Fig. 1: run 1, routed clock nets over the placement
Scale bar: 20 µm.
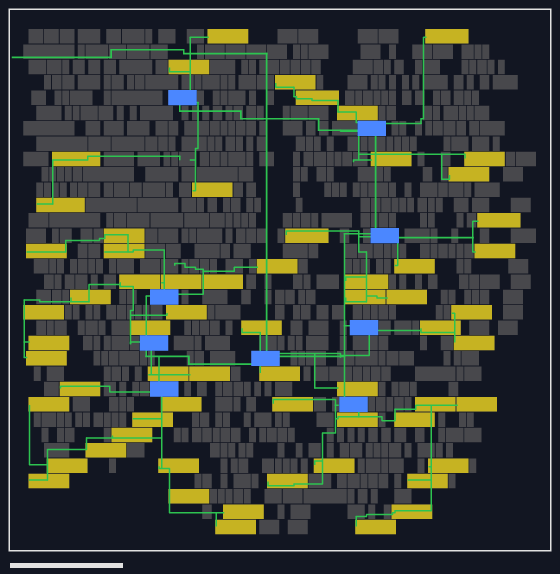
Fig. 2: run 1, I/O nets highlighted
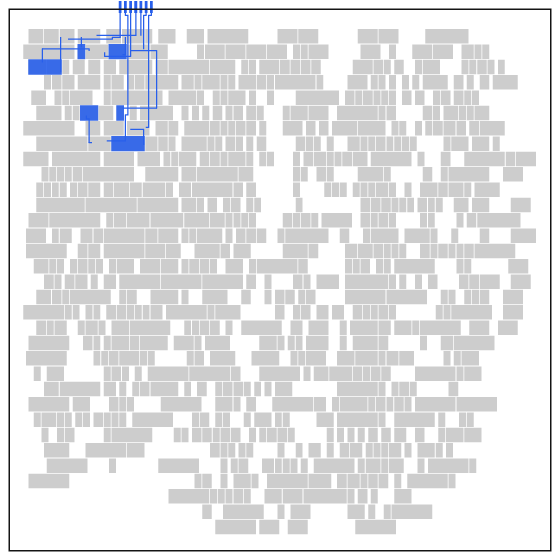
Fig. 3: run 1, gate families picked out
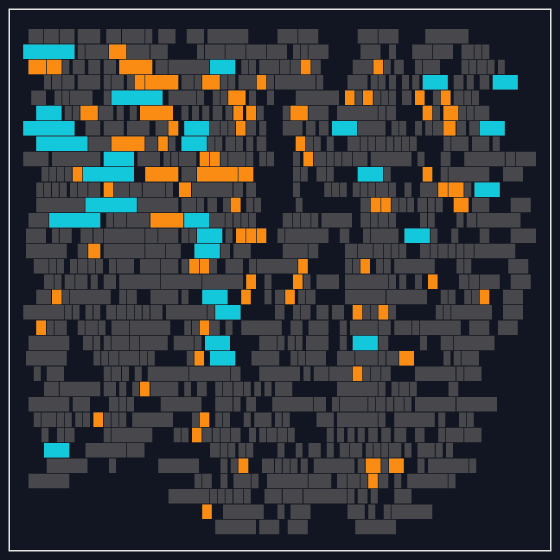
## src/rtl/fsm_bcd_pkg.sv

```systemverilog
// Shared definitions for the BCD counter / display mux: FSM state encodings
// and active-low 7-segment patterns ({g,f,e,d,c,b,a}).
package fsm_bcd_pkg;

  typedef enum logic [1:0] {
    S_RST  = 2'b00,
    S_RUN  = 2'b01,
    S_HOLD = 2'b10
  } state_e;

  localparam logic [6:0] SEG_0     = 7'b1000000;
  localparam logic [6:0] SEG_1     = 7'b1111001;
  localparam logic [6:0] SEG_2     = 7'b0100100;
  localparam logic [6:0] SEG_3     = 7'b0110000;
  localparam logic [6:0] SEG_4     = 7'b0011001;
  localparam logic [6:0] SEG_5     = 7'b0010010;
  localparam logic [6:0] SEG_6     = 7'b0000010;
  localparam logic [6:0] SEG_7     = 7'b1111000;
  localparam logic [6:0] SEG_8     = 7'b0000000;
  localparam logic [6:0] SEG_9     = 7'b0010000;
  localparam logic [6:0] SEG_BLANK = 7'b1111111;

endpackage

```

## src/rtl/fsm_bcd_cnt_mux_seg7_dec.sv

```systemverilog
// BCD digit to active-low 7-segment decoder; non-BCD codes blank the digit.
module seg7_dec
  import fsm_bcd_pkg::*;
(
  input  logic [3:0] digit,
  output logic [6:0] seg
);

  always_comb begin
    seg = SEG_BLANK;
    case (digit)
      4'd0:    seg = SEG_0;
      4'd1:    seg = SEG_1;
      4'd2:    seg = SEG_2;
      4'd3:    seg = SEG_3;
      4'd4:    seg = SEG_4;
      4'd5:    seg = SEG_5;
      4'd6:    seg = SEG_6;
      4'd7:    seg = SEG_7;
      4'd8:    seg = SEG_8;
      4'd9:    seg = SEG_9;
      default: seg = SEG_BLANK;
    endcase
  end

endmodule

```

## src/rtl/fsm_bcd_cnt_mux.sv

```systemverilog
// Prescaled up/down BCD counter with run/hold FSM and a multiplexed 7-segment scan.
// Define FSM_BCD_CNT_MUX_LZB_EN to blank leading zero digits on the display.
module fsm_bcd_cnt_mux
  import fsm_bcd_pkg::*;
#(
  parameter int NUM_DIGITS = 4,
  parameter int TICK_DIV   = 50000000,
  parameter int SCAN_DIV   = 50000
) (
  input  logic                    clk,
  input  logic                    rst,
  input  logic                    clr,
  input  logic                    pause,
  input  logic                    up_dn,
  input  logic                    load,
  input  logic [4*NUM_DIGITS-1:0] load_val,
  output logic [4*NUM_DIGITS-1:0] count,
  output logic                    tc,
  output logic [NUM_DIGITS-1:0]   an,
  output logic [6:0]              led_7
);

  localparam int PW = (TICK_DIV > 1) ? $clog2(TICK_DIV) : 1;
  localparam int SW = (SCAN_DIV > 1) ? $clog2(SCAN_DIV) : 1;
  localparam int IW = $clog2(NUM_DIGITS);
  localparam logic [PW-1:0] PRE_MAX  = PW'(TICK_DIV - 1);
  localparam logic [SW-1:0] SCAN_MAX = SW'(SCAN_DIV - 1);
  localparam logic [IW-1:0] IDX_MAX  = IW'(NUM_DIGITS - 1);

  state_e                  state_q, state_d;
  logic [PW-1:0]           pre_q, pre_d;
  logic [4*NUM_DIGITS-1:0] cnt_q, cnt_d, cnt_step, ld_clean;
  logic                    tc_q, tc_d;
  logic [SW-1:0]           scan_q, scan_d;
  logic [IW-1:0]           idx_q, idx_d;
  logic                    step, wrap, blank;
  logic [3:0]              cur_digit;
  logic [6:0]              seg;

  always_comb begin
    state_d = S_RST;
    case (state_q)
      S_RST:   state_d = S_RUN;
      S_RUN:   state_d = pause ? S_HOLD : S_RUN;
      S_HOLD:  state_d = pause ? S_HOLD : S_RUN;
      default: state_d = S_RST;
    endcase
    if (clr) state_d = S_RST;
  end

  // Ripple the +/-1 through the digits; a carry out of the top digit is a full wrap.
  always_comb begin
    logic carry;
    carry    = 1'b1;
    cnt_step = cnt_q;
    for (int i = 0; i < NUM_DIGITS; i++) begin
      if (carry) begin
        if (up_dn) begin
          if (cnt_q[4*i +: 4] >= 4'd9) cnt_step[4*i +: 4] = 4'd0;
          else begin
            cnt_step[4*i +: 4] = cnt_q[4*i +: 4] + 4'd1;
            carry = 1'b0;
          end
        end else begin
          if (cnt_q[4*i +: 4] == 4'd0) cnt_step[4*i +: 4] = 4'd9;
          else begin
            cnt_step[4*i +: 4] = cnt_q[4*i +: 4] - 4'd1;
            carry = 1'b0;
          end
        end
      end
    end
    wrap = carry;
  end

  always_comb begin
    for (int i = 0; i < NUM_DIGITS; i++)
      ld_clean[4*i +: 4] = (load_val[4*i +: 4] > 4'd9) ? 4'd0 : load_val[4*i +: 4];
  end

  always_comb begin
    step  = (state_q == S_RUN) && (pre_q == PRE_MAX);
    cnt_d = cnt_q;
    pre_d = pre_q;
    tc_d  = 1'b0;
    if (clr) begin
      cnt_d = '0;
      pre_d = '0;
    end else if (load) begin
      cnt_d = ld_clean;
      pre_d = '0;
    end else begin
      case (state_q)
        S_RUN:   pre_d = step ? '0 : pre_q + 1'b1;
        S_HOLD:  pre_d = pre_q;
        default: pre_d = '0;
      endcase
      if (step) begin
        cnt_d = cnt_step;
        tc_d  = wrap;
      end
    end
  end

  // Display scan runs independently of the counter control inputs.
  always_comb begin
    scan_d = (scan_q == SCAN_MAX) ? '0 : scan_q + 1'b1;
    idx_d  = idx_q;
    if (scan_q == SCAN_MAX) idx_d = (idx_q == IDX_MAX) ? '0 : idx_q + 1'b1;
  end

  always_ff @(posedge clk) begin
    if (rst) begin
      state_q <= S_RST;
      pre_q   <= '0;
      cnt_q   <= '0;
      tc_q    <= 1'b0;
      scan_q  <= '0;
      idx_q   <= '0;
    end else begin
      state_q <= state_d;
      pre_q   <= pre_d;
      cnt_q   <= cnt_d;
      tc_q    <= tc_d;
      scan_q  <= scan_d;
      idx_q   <= idx_d;
    end
  end

  always_comb begin
    cur_digit = 4'd0;
    for (int i = 0; i < NUM_DIGITS; i++)
      if (idx_q == IW'(i)) cur_digit = cnt_q[4*i +: 4];
  end

`ifdef FSM_BCD_CNT_MUX_LZB_EN
  // Blank when every digit from the scanned one upward is zero; digit 0 always shows.
  always_comb begin
    blank = (idx_q != '0);
    for (int i = 0; i < NUM_DIGITS; i++)
      if ((IW'(i) >= idx_q) && (cnt_q[4*i +: 4] != 4'd0)) blank = 1'b0;
  end
`else
  assign blank = 1'b0;
`endif

  seg7_dec u_dec (
    .digit (cur_digit),
    .seg   (seg)
  );

  assign count = cnt_q;
  assign tc    = tc_q;
  assign an    = ~({{(NUM_DIGITS-1){1'b0}}, 1'b1} << idx_q);
  assign led_7 = blank ? SEG_BLANK : seg;

endmodule

```

## config.mk

```make
export PLATFORM = sky130hd
export DESIGN_NAME = fsm_bcd_cnt_mux
export DESIGN_NICKNAME = d
export VERILOG_FILES = /design/src/rtl/fsm_bcd_pkg.sv /design/src/rtl/fsm_bcd_cnt_mux_seg7_dec.sv /design/src/rtl/fsm_bcd_cnt_mux.sv
export SDC_FILE = /design/constraint.sdc
export NUM_CORES = 1
export LEC_CHECK = 0
export ABC_AREA = 1
export CAP_MARGIN = 10
export CORE_MARGIN = 2
export CORE_UTILIZATION = 52
export CTS_CLUSTER_SIZE = 16
export DETAILED_ROUTE_END_ITERATION = 12
export GPL_TIMING_DRIVEN = 0
export PLACE_DENSITY = 0.78
export SYNTH_ARGS = -nofsm -noshare
export SYNTH_HDL_FRONTEND = slang
export SYNTH_SLANG_ARGS = --single-unit
```

## constraint.sdc

```tcl
create_clock -name clk -period 2.41 [get_ports clk]
set_input_delay 0.723 -clock clk [delete_from_list [all_inputs] [get_ports clk]]
set_output_delay 0.723 -clock clk [all_outputs]
set_load 0.03 [all_outputs]
```

==> results.ini, run 1 <==
[run_status]
run_status=finished with violations
violations=setup timing

[logic_synthesis]
yosys.stat.seqShare_pct=28.8
synth_largest_type_area_fraction_pct=28.8
ys_cells=671
postSynthRegisterBits=63
syn_inst=671
yosys.area.top_type=dfxtp_1
postSynthNetCount=721
syn-cell-area_um2=4380
yosysWarnings=0
synth.area.top_cells=dfxtp_1, nand2_1, nor2_1
synth_chip_area_um2=4380

[route]
routed_wl_mm=11.6
drt-wirelength-per-cell_um=13.5
drc_errors=0
detail_route.first_pass.iterations=5
route.vias.total=4587
via_per_inst=5.38
drt-initial-drc-count=236

[timing]
tightestPinTransition_ns=0.559
setup_viol=7
worst_slew_margin_rel_pct=62.7
timing.final.hold_violations=0
layout_min_cycle_time_ns=2.85
timing.hold.ws_ns=0.453
achievable-frequency_mhz=350
final_critical_path_setup_slack_ns=-0.445
timing.final.crit_share_pct=118
grt_setup_unrepaired=yes
finalMaxSlewViolations=0

[placement]
dp_hpwl_mm=8.14
numPortBuffers=49
dpl-instance-area_um2=5090
routabilityCongestion=0.973

[worst_setup_path]
worst-path-max-fanout=6
endpoint_kind=output port
type_of_the_setup_path_with_the_least_slack=reg -> out
critPathMostFrequentCell=inv_2
cp_data_arrival_time_ns=2.13
crit_path_top_delay_cell=dfxtp_4
cp-start-kind=register
worstRegToRegCells=11
r2r_slack_ns=0.42
r2r_start=count[0]
cp.required_ns=1.69
crit_path_max_incr_delay_ns=0.38
crit_path_cell_trace=ha_2 > inv_2 > o21ai_4 > inv_2 > buf_6 > ha_4 > o211ai_1 > buf_4

[finish]
final-seq-area_um2=1270
layout-drive-gt1-share_pct=15.6
finish.net_count=793
num_antenna_cells=0
area_growth_pct=26.9
lay_top_cells=nand2_1, nor2_1, nand3_1, inv_1, dfxtp_1
logic_area_um2=3010
fillCellCount=660
finish.instance_area_um2=5560
layout_top_cell=nand2_1

[clock_tree]
cts_tree=done
cts.root.buffer_cell=clkbuf_8
htree_levels=3
worst_skew_pair.late_latency_ns=0.35
cts_made_buffers=9
path_clk_slew_ns=0.08
cts.sink_count=63
ctsLongestPathBuffers=2

[min_path]
hold_depth=1
hp-start=scan_q[0]
min_path_type=reg -> reg

[global_routing]
globalRouteOverflowTotal=0
grt_start_max_net_pins=13
grt_first_pass_wirelength_mm=18.2
globalRouteTotalUtil_pct=25.3

[die]
top_level_ports=50
die_height_um=95.8
placementRows=33
floorplan.initialDensity_pct=53.6

[power_and_ir_drop]
cellPowerDensity_nw_per_um2=421
leakage_nw=2.31
vdd.ir_drop.worst_v=0.000301
total_power_mw=2.34

[flow_run]
openroad.warnings=48
maxCapViolations=0

Notes on Fig. 1 above:
Key: green = clock wires [length 927 µm]; yellow = flip-flops [count 63]; blue = clock drivers [count 9]
There are 10 routed clock nets.
share of total power in the clock network: 35.9%
Fin Clk Skew: 0.00877 ns

Notes on Fig. 2 above:
Key: blue = `led_7` [direction output, end cells 7, wire 152 µm]

Notes on Fig. 3 above:
Key: cyan = adder and majority cells [cells 28, most used ha_1]; orange = inverting AOI/OAI gates [cells 76, most used o21ai_0]
multi-input combinational area share: 54.2%
post-route non-filler standard cell count: 853

-- run 1: registers in the layout, summed over array words and instances (netlist names) --
signal / cells
state_q: 2
scan_q: 16
tc: 1
pre_q: 26
idx_q: 2
count: 16
-- run 1: per-stage QoR --
step | TNS (ns) | util, % | setup slack, ns
final | -2.85 | 68.0 | -0.445
after CTS | -2.53 | 66.0 | -0.413
after global placement | -4.13 | 62.3 | -0.596
after detailed placement | -4.45 | 62.3 | -0.622
after floorplan | -0.0610 | - | -0.0391
after global routing | -3.51 | 68.0 | -0.525
-- run 1: Yosys cell counts, drive strengths merged --
cell / instances
a21oi: 29
nand4: 15
clkbuf: 8
buf: 6
xor2: 22
nor4: 2
or2: 1
nor3b: 4
a31oi: 1
o31ai: 1
xnor2: 7
nor2: 110
o21ai: 35
dfxtp: 63
ha: 28
and3: 1
nand3: 72
o21bai: 2
o211ai: 5
nor3: 21
o22ai: 3
nand3b: 2
nand2: 159
inv: 74
-- run 1: layer usage --
metal / up-vias / global-route usage, % / wire length, µm
li1: 2322 / - / -
met1: 2118 / 32.8 / 5190
met2: 126 / 40.8 / 5410
met3: 21 / 5.40 / 675
met4: 0 / 10.2 / 275
met5: - / 0 / 0
-- run 1: kinds of logic after synthesis --
logic type,Yosys count,share of synthesized area (%)
AND-OR/OR-AND,76,9.34
XOR/XNOR,29,5.80
adder cells (fa/ha/maj),28,8.00
buffers and inverters,88,8.25
flip-flops,63,28.8
AND/OR/NAND/NOR,387,39.8
-- run 1: report_power, final --
group          total (mW)  switching [mW]  internal [mW]  leakage, nW
clock               0.842           0.464          0.378       0.0829
combinational       0.420           0.250          0.170         1.71
sequential           1.08          0.0255           1.06        0.514
total                2.34           0.739           1.60         2.31
-- run 1: cell type report --
| cell class | instances | area share [%] |
|---|---|---|
| flip-flops and latches | 63 | 22.9 |
| clock buffers | 10 | 2.30 |
| clock inverters | 6 | 0.833 |
| repair buffers | 61 | 10.7 |
| inverters | 74 | 5.22 |
| well taps | 105 | 2.36 |
| plain buffers | 14 | 1.51 |
| multi-input cells | 520 | 54.2 |
-- run 1: how the worst max path moves through the flow --
stage                  start  endpoint  slack, ns  cells after the start
floorplan           idx_q[1]  led_7[4]      -0.04                     10
global placement    idx_q[0]  led_7[6]      -0.60                     11
detailed placement  idx_q[0]  led_7[5]      -0.62                     11
CTS                 idx_q[1]  led_7[5]      -0.41                     13
global route        idx_q[1]  led_7[4]      -0.52                     10
finish              idx_q[0]  led_7[4]      -0.44                      8
-- run 1: critical path, delay by kind of cell, from the launching register on --
family | cells | cell delay [ns]
adder cells (fa/ha/maj) | 2 | 0.42
flip-flops | 1 | 0.38
buffers and inverters | 4 | 0.54
AND-OR/OR-AND | 2 | 0.43
-- run 1: timing repair --
item / in CTS / in global routing
buffers inserted: 4 / 8
gates resized: 76 / 24
hold buffers: 0 / 0
endpoints found under the setup margin: 11 / 8
pin swaps: 10 / 9
==> run 2: changes to the inputs <==
Settings changed: ABC_AREA 1 to default, CORE_UTILIZATION 52 to 51, PLACE_DENSITY 0.78 to 0.77, SKIP_CTS_REPAIR_TIMING from default to 1.
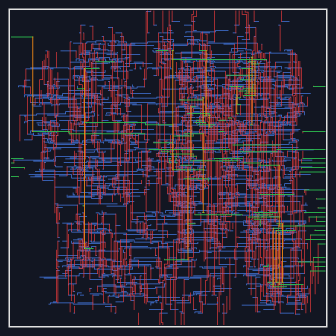
Fig. 4. Metal layers overlaid (run 2).
Key: green = metal 3 [wire length 547 µm]; blue = metal 1 [wire length 4910 µm]; red = metal 2 [wire length 5820 µm]; orange = metal 4 [wire length 347 µm]

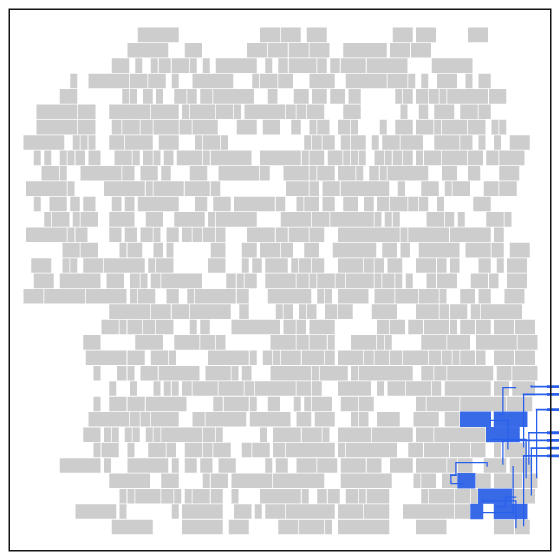
Fig. 5. I/O nets highlighted (run 2).
Key: blue = `led_7` [direction output, end cells 7, wire 153 µm]

==> results.ini, run 2 <==
[global_routing]
grt_start_max_net_pins=12  ; -1
gr-max-usage-layer=met2
grt_first_pass_wirelength_mm=17.9  ; -1.8%
globalRouteOverflowTotal=0  ; unchanged
grtUsageMet2_pct=42.2  ; +1.5 points
grt.met3_usage_pct=3.72  ; -1.7 points

[worst_setup_path]
crit_path_cell_trace=buf_6 > ha_4 > a21oi_4 > o31ai_2 > a22oi_2 > buf_4 > ha_4 > mux2i_4 > a21oi_4 > buf_6
cp-start-kind=register
crit_path_max_incr_delay_ns=0.36  ; -0.02 ns
cp_data_arrival_time_ns=2.34  ; +0.21 ns
critPathTopFamily=AND-OR/OR-AND gates
worst-path-max-fanout=8  ; +2
cp.required_ns=1.69  ; about the same

[logic_synthesis]
syn-cell-area_um2=4270  ; -2.5%
ys_cells=534  ; -20%
yosys.area.top_type=dfxtp_1
yosysWarnings=0  ; unchanged
yosys.stat.seqShare_pct=29.5  ; +0.74 points
most_frequent_cell_after_synthesis=nor2_1
postSynthRegisterBits=63  ; unchanged
ys_top_cells_by_count=nor2_1, dfxtp_1, inv_1
postSynthNetCount=584  ; -19%
synthFlopType=dfxtp_1
synth.area.top_cells=dfxtp_1, ha_1, nor2_1
edf_count=0  ; unchanged
async_flop_share_pct=0  ; unchanged

[finish]
layout_top_cell=nor2_1
fillCellCount=622  ; -5.8%
layout-drive-gt1-share_pct=19.6  ; +4.0 points
final-instance-count-excl-fill=722  ; -15%
area_growth_pct=32.1
number_of_flip_flops_under_the_largest_register_name=26  ; unchanged
final-seq-area_um2=1270  ; unchanged

[power_and_ir_drop]
sw_frac_of_total_pct=27.5  ; -4.1 points
total_power_mw=2.40  ; +2.5%
leakage_nw=2.03  ; -12%
pwr-share-clk_pct=40.9  ; +5.0 points
seqPwrFrac_pct=44.5  ; -1.6 points
total_switching_power_uw=659  ; -11%
power_report.internal_total_mw=1.74  ; +8.6%

[route]
drt-wirelength-per-cell_um=16.1  ; +19%
routed_wl_mm=11.6  ; +0.58%
route.vias.total=4295  ; -6.4%
drt-initial-drc-count=262  ; +11%

[die]
top_level_ports=50  ; unchanged
die_height_um=95.5  ; -0.29%

[timing]
timing.hold.ws_ns=0.440  ; -0.0132 ns
final_critical_path_setup_slack_ns=-0.658  ; -0.213 ns
layout_min_cycle_time_ns=3.07  ; +0.213 ns
timing.final.hold_violations=0  ; unchanged
grt_setup_unrepaired=yes
skew_ns=0.0132  ; +0.00443 ns
setup_viol=7  ; unchanged
finalMaxSlewViolations=0  ; unchanged
fin_setup_tns_ns=-4.09  ; -1.24 ns

[clock_tree]
path_clk_slew_ns=0.07  ; about the same
cts_tree=done
cts_made_buffers=9  ; unchanged
ctsLongestPathBuffers=2  ; unchanged
htree_levels=3  ; unchanged
cts.sink_count=63  ; unchanged

[min_path]
min_path_type=reg -> reg

[flow_run]
openroad.warnings=47  ; -2.1%
maxCapViolations=0  ; unchanged

[placement]
numPortBuffers=48  ; -2.0%

[run_status]
violations=setup timing
run_status=finished with violations

-- run 2: cell types whose count changed after synthesis, sizes merged, moves of 9 or more --
cell / delta
nand2: -129
nor2: -38
clkbuf: +10
nor3: -9
mux2i: +10
inv: -40
nand3: -53
a31oi: +10
xnor2: +17
o21ai: -11
-- run 2: power groups by stage --
stage,Combinational (mW),Clock [mW],Sequential (mW)
CTS,0.309,0.994,1.07
finish,0.351,0.982,1.07
detailed placement,0.307,0,1.09
floorplan,0.182,0,1.10
global placement,0.300,0,1.09
global route,0.375,1.03,1.07
-- run 2: cell type report --
| type | count | area share [%] |
|---|---|---|
| clock buffer | 11 | 2.71 |
| tap | 105 | 2.33 |
| clock inverter | 5 | 0.976 |
| inverter | 34 | 2.44 |
| timing repair buffer | 69 | 12.0 |
| buffer | 23 | 1.93 |
| sequential | 63 | 22.6 |
| multi-input combinational | 412 | 55.0 |
-- run 2: final timing paths --
| path | startpoint | to | slack, ns | depth (start not counted) |
|---|---|---|---|---|
| max | idx_q[1] | led_7[3] | -0.66 | 10 |
| min | scan_q[0] | scan_q[0] | 0.44 | 1 |
| min reg2reg | scan_q[0] | scan_q[0] | 0.44 | 1 |
| max reg2reg | state_q[1] | count[0] | 0.09 | 9 |
-- run 2: cells by family after synthesis --
logic type / Yosys count / synth area share [%]
buf+inv: 59 / 5.36
mux: 16 / 3.92
flops: 63 / 29.5
compound gates: 111 / 17.0
fa+ha+maj: 28 / 8.20
simple gates: 219 / 28.2
xor+xnor: 38 / 7.79
-- run 2: per-stage QoR --
stage | worst slack (ns) | utilization [%]
2_1_floorplan | -0.143 | -
3_3_place_gp | -0.860 | 61.8
3_5_place_dp | -0.938 | 61.8
4_1_cts | -1.32 | 64.4
5_1_grt | -0.714 | 69.0
6_report | -0.658 | 69.0
-- run 2: layer usage --
layer  wire (µm)  part of all wire, %
met1        4910                   42
met2        5820                   50
met3         546                  4.7
met4         346                  3.0
met5           0                    0
==> run 3: changes to the inputs <==
Settings changed: CELL_PAD_IN_SITES_DETAIL_PLACEMENT from default to 1, CELL_PAD_IN_SITES_GLOBAL_PLACEMENT from default to 1, CORE_UTILIZATION 51 to 38, GPL_TIMING_DRIVEN 0 to default, PLACE_DENSITY 0.77 to default, PLACE_DENSITY_LB_ADDON from default to 0.1.
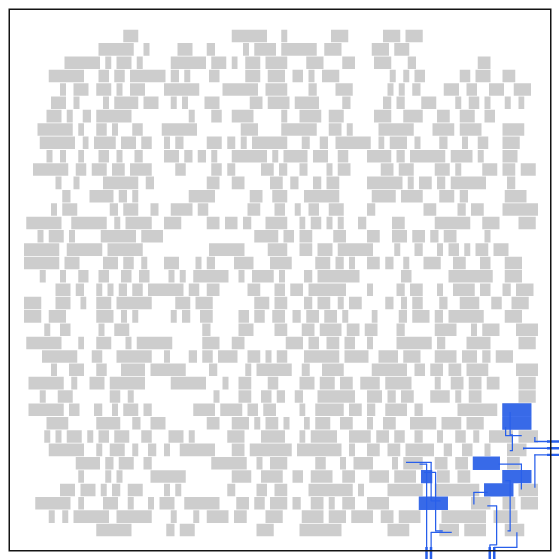
Fig. 6. I/O nets highlighted (run 3).
Key: blue = `led_7` [direction output, end cells 7, wire 134 µm]

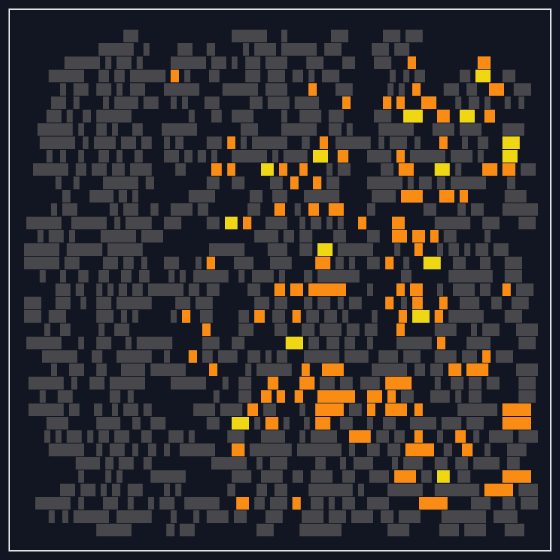
Fig. 7. Gate families picked out (run 3).
Key: yellow = AND-OR and OR-AND gates [cells 15, most used o31a_1]; orange = inverting AOI/OAI gates [cells 96, most used a21oi_1]

==> results.ini, run 3 <==
[finish]
fillCellCount=1294  ; +110%
layout_top_cell=nor2_1
finish.utilization_pct=53.5  ; -15 points
layout-drive-gt1-share_pct=21.8  ; +2.2 points

[worst_setup_path]
startpoint=idx_q[1]
crit_path_cell_trace=inv_4 > ha_4 > a21oi_2 > o31ai_2 > a22oi_2 > buf_4 > ha_4 > mux2i_1 > mux2_4 > buf_6
worst-path-max-fanout=7  ; -1
r2r_start=count[5]
worstReg2RegEnd=count[13]
worstRegToRegCells=9  ; unchanged
r2r_slack_ns=0.11  ; +0.02 ns
crit_path_max_incr_delay_ns=0.39  ; +0.03 ns

[timing]
grt_setup_unrepaired=yes
fin_setup_tns_ns=-3.78  ; +0.308 ns
finalMaxSlewViolations=0  ; unchanged
setup_viol=7  ; unchanged
final_critical_path_setup_slack_ns=-0.584  ; +0.0735 ns
timing.final.hold_violations=0  ; unchanged
skew_ns=0.0123  ; -0.000927 ns
layout_min_cycle_time_ns=2.99  ; -0.0735 ns

[route]
drt-initial-drc-count=191  ; -27%
routed_wl_mm=13.5  ; +16%

[global_routing]
globalRouteOverflowTotal=0  ; unchanged
grt_first_pass_wirelength_mm=21.2  ; +18%
grt_start_max_net_pins=25  ; +13

[power_and_ir_drop]
power_report.internal_total_mw=1.68  ; -3.4%
total_switching_power_uw=635  ; -3.6%
leakage_nw=2.25  ; +11%
seqPwrFrac_pct=45.9  ; +1.4 points
pwr-share-clk_pct=37.6  ; -3.3 points

[logic_synthesis]
edf_count=0  ; unchanged
most_frequent_cell_after_synthesis=nor2_1
syn-cell-area_um2=4270  ; unchanged
ys_top_cells_by_count=nor2_1, dfxtp_1, inv_1
async_flop_share_pct=0  ; unchanged
yosys.area.top_type=dfxtp_1
synthFlopType=dfxtp_1
yosysWarnings=0  ; unchanged
yosys.stat.seqShare_pct=29.5  ; unchanged
postSynthRegisterBits=63  ; unchanged
postSynthNetCount=584  ; unchanged
ys_cells=534  ; unchanged

[die]
die_height_um=110  ; +15%
top_level_ports=50  ; unchanged

[run_status]
violations=setup timing
run_status=finished with violations

[flow_run]
openroad.warnings=47  ; unchanged

[clock_tree]
cts_tree=done
htree_levels=3  ; unchanged
path_clk_slew_ns=0.07  ; about the same
cts_made_buffers=9  ; unchanged
ctsLongestPathBuffers=2  ; unchanged

[min_path]
min_path_type=reg -> reg
hold_depth=1  ; unchanged
hp-start=scan_q[0]
hold_end=scan_q[0]

[placement]
dp_slack_ns=-0.302  ; +0.636 ns

==> run 3: netlist changes by cell type in the layout (fill, tap and decap cells not counted), moves of 3 or more <==
cell            delta
dfxtp_1            +3
clkbuf_8           +3
clkbuf_4           -3
buf_2              -4
dlymetal6s2s_1     +3
clkbuf_1          -13
buf_4             +40
buf_6              +3
==> run 3: worst max-delay path, delay by kind of cell (launching register included) <==
| family | cells | cell delay, ns |
|---|---|---|
| compound gates | 3 | 0.47 |
| fa+ha+maj | 2 | 0.34 |
| buf+inv | 3 | 0.38 |
| mux | 2 | 0.33 |
| flops | 1 | 0.39 |
==> run 3: power groups by stage <==
stage	Combinational [mW]	Sequential [mW]	Clock (mW)
floorplan	0.182	1.10	0
global placement	0.342	1.09	0
detailed placement	0.355	1.09	0
CTS	0.357	1.06	0.905
global route	0.411	1.06	0.951
finish	0.381	1.06	0.872
==> run 3: final cells by class <==
type,count,area share [%]
sequential,63,21.8
multi-input combinational,412,52.0
clock inverter,2,0.236
timing repair buffer,113,17.7
clock buffer,13,2.90
inverter,34,2.36
tap,140,3.00
==> run 3: through the flow <==
step           area, µm²  hold slack, ns  std cells  total power, mW
2_1_floorplan       4440           0.413        534             1.28
3_3_place_gp        5430           0.421        758             1.43
3_5_place_dp        5430           0.451        758             1.44
4_1_cts             5620           0.461        773             2.33
5_1_grt             5830           0.476        777             2.43
6_report            5830           0.451        777             2.32
==> run 3: how the worst max path moves through the flow <==
stage               cells after the start  slack (ns)   endpoint
floorplan                              10       -0.14   led_7[4]
global route                           10       -0.64   led_7[0]
global placement                        8       -0.22   count[8]
finish                                 10       -0.58   led_7[4]
CTS                                     9       -0.67   led_7[0]
detailed placement                      6       -0.30  count[14]
==> run 3: cell families (layout without fill, tap and decap cells) <==
family	count (synthesis)	after routing	synth area share [%]
simple gates	219	219	28.2
compound gates	111	111	17.0
flops	63	63	29.5
buf+inv	59	162	5.36
xor+xnor	38	38	7.79
fa+ha+maj	28	28	8.20
mux	16	16	3.92
==> run 3: per-layer routing <==
metal	part of all wire, %	vias to the layer above	GRT usage [%]	wire length (µm)
met5	0	-	0	0
met2	52	76	41.2	6990
met3	3.2	25	5.35	433
met4	2.4	0	6.60	322
met1	43	2090	25.9	5750
li1	-	2111	-	-
Power figures rest on the tool's default switching activity, not on a simulated workload.
